==> config.mk <==
export PLATFORM = sky130hd
export DESIGN_NAME = bigint_addsub_unit_flat
export DESIGN_NICKNAME = d
export VERILOG_FILES = /design/src/rtl/bigint_pkg.sv /design/src/rtl/bigint_addsub_unit_if.sv /design/src/rtl/bigint_word_alu.sv /design/src/rtl/bigint_addsub_unit.sv /design/src/flat_wrapper.sv
export SDC_FILE = /design/constraint.sdc
export NUM_CORES = 1
export LEC_CHECK = 0
export CORE_ASPECT_RATIO = 0.75
export CORE_UTILIZATION = 51
export CTS_CLUSTER_SIZE = 10
export DETAILED_ROUTE_END_ITERATION = 16
export HOLD_SLACK_MARGIN = 0.06
export PLACE_DENSITY = 0.77
export SKIP_CTS_REPAIR_TIMING = 1
export SLEW_MARGIN = 5
export SYNTH_ARGS = -nofsm -noshare
export SYNTH_HDL_FRONTEND = slang
export SYNTH_SLANG_ARGS = --single-unit
==> constraint.sdc <==
create_clock -name clk -period 5.4 [get_ports clk]
set_input_delay 1.08 -clock clk [delete_from_list [all_inputs] [get_ports clk]]
set_output_delay 1.08 -clock clk [all_outputs]
set_load 0.05 [all_outputs]
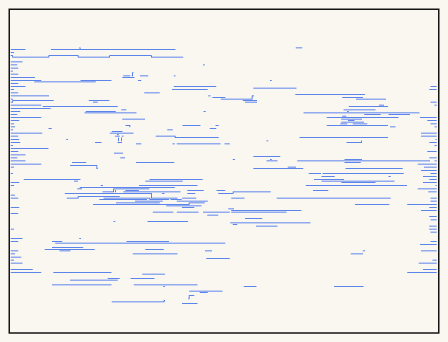
**Above:** M3 wires.
longest straight run: 74.3 um
nets with wire on the layer: 205
Vias: 10500
final WL: 33900 um
met3 usage: 4.92%

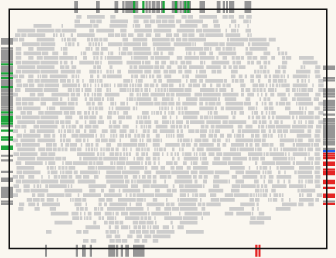
**Above:** pin placement.
Pins as bars across the die edge, other pins in gray.
legend:
  blue:
    port: `bus_o_done`
    pins: 1
    direction: output
    edge: right
  green:
    port: `bus_i_x3addr`
    pins: 20
    direction: input
    edge: 14 left, 6 top
  red:
    port: `bus_o_varsize_x3`
    pins: 16
    direction: output
    edge: 14 right, 2 bottom
all pins by edge: 55 left, 48 top, 43 right, 22 bottom
Die Wd: 188 um
die height: 141 um
PortBufs: 167

==> impl_metrics.ini <==
; implementation run metrics
[sta]
tightestPinTransition_ps = 1100
skew_ps = 12.3
fin_crit_sh_pct = 94.8

[logic_synthesis]
edf_count = 125
fp_nets = 1482
syn_avg_cell_area_um2 = 10.5
synth.top_cells.by_count = edfxtp_1 (125), nand2_1 (125), ha_1 (110), inv_1 (98), dfrtp_1 (93)
synthFlopType = edfxtp_1
top_area_share_pct = 28.4
ys_ff = 218
synth_seq_share_pct = 46.0

[place]
placed_cells = 1755
dpl.hpwl_um = 25500

[grt]
antenna_found_initial = 0
first_global_vias = 10100

[floorplanning]
core_region_area_um2 = 25200

[detailed_routing]
routed_via_density = 5.85
drt_iter0_drc = 972
first_pass_iters = 5

[power]
pg_comb_mw = 3.54
power.group.top = combinational cells
power_frac_seq_pct = 31.2
p_int_mw = 4.40
clockPowerShare_pct = 21.3

[worst_setup_path]
cp_top_family = AND-OR/OR-AND gates
worst-setup-path-type = register to register
critPathCaptureType = register
required_ps = 5810
path_cells = ha_1 -> a21o_1 -> a21o_1 -> a21oi_1 -> o21ai_1 -> nor3_1 -> o21ai_1 -> a31oi_1 -> xnor2_1 -> fa_2 -> fa_2 -> a211oi_2 -> o21ai_2 -> a311oi_2 -> o221ai_1 -> a211oi_2 -> nand4b_2 -> o32ai_4 -> buf_12 -> mux2_2
path_depth = 20
r2r_slack_ps = 280

[clock_network]
clkTransAtPathRegs_ps = 60
clkLatencyLatePin_ps = 530

[finish]
num-nets-final = 1671
fin_util_pct = 64.4
antenna_cells = 0
final_cell_area_um2 = 16200

[run_status]
outcome = complete, no violations

[job]
cap_violations = 0
warnings = 26

[hold_path]
min_path_type = register to register
## logic make-up after synthesis
group / count (synthesis) / share of synthesized area, %
simple gates: 324 / 12.0
compound gates: 305 / 15.2
flops: 218 / 46.0
buf+inv: 142 / 4.17
fa+ha+maj: 114 / 11.0
xor+xnor: 81 / 5.37
mux: 72 / 6.28
## layer usage
layer / vias up / wire (um) / part of all wire, % / track usage (%)
li1: 4991 / - / - / -
met1: 5059 / 15000 / 44 / 34.8
met2: 417 / 15600 / 46 / 41.6
met3: 59 / 2640 / 7.8 / 4.92
met4: 0 / 610 / 1.8 / 5.35
met5: - / 0 / 0 / 0
## final cells by class
class	count	area, um^2
multi-input combinational	896	6630
clock buffer	43	746
tap	338	423
inverter	101	382
clock inverter	2	10.0
fill	1961	8980
timing repair buffer	202	1960
sequential	218	6080
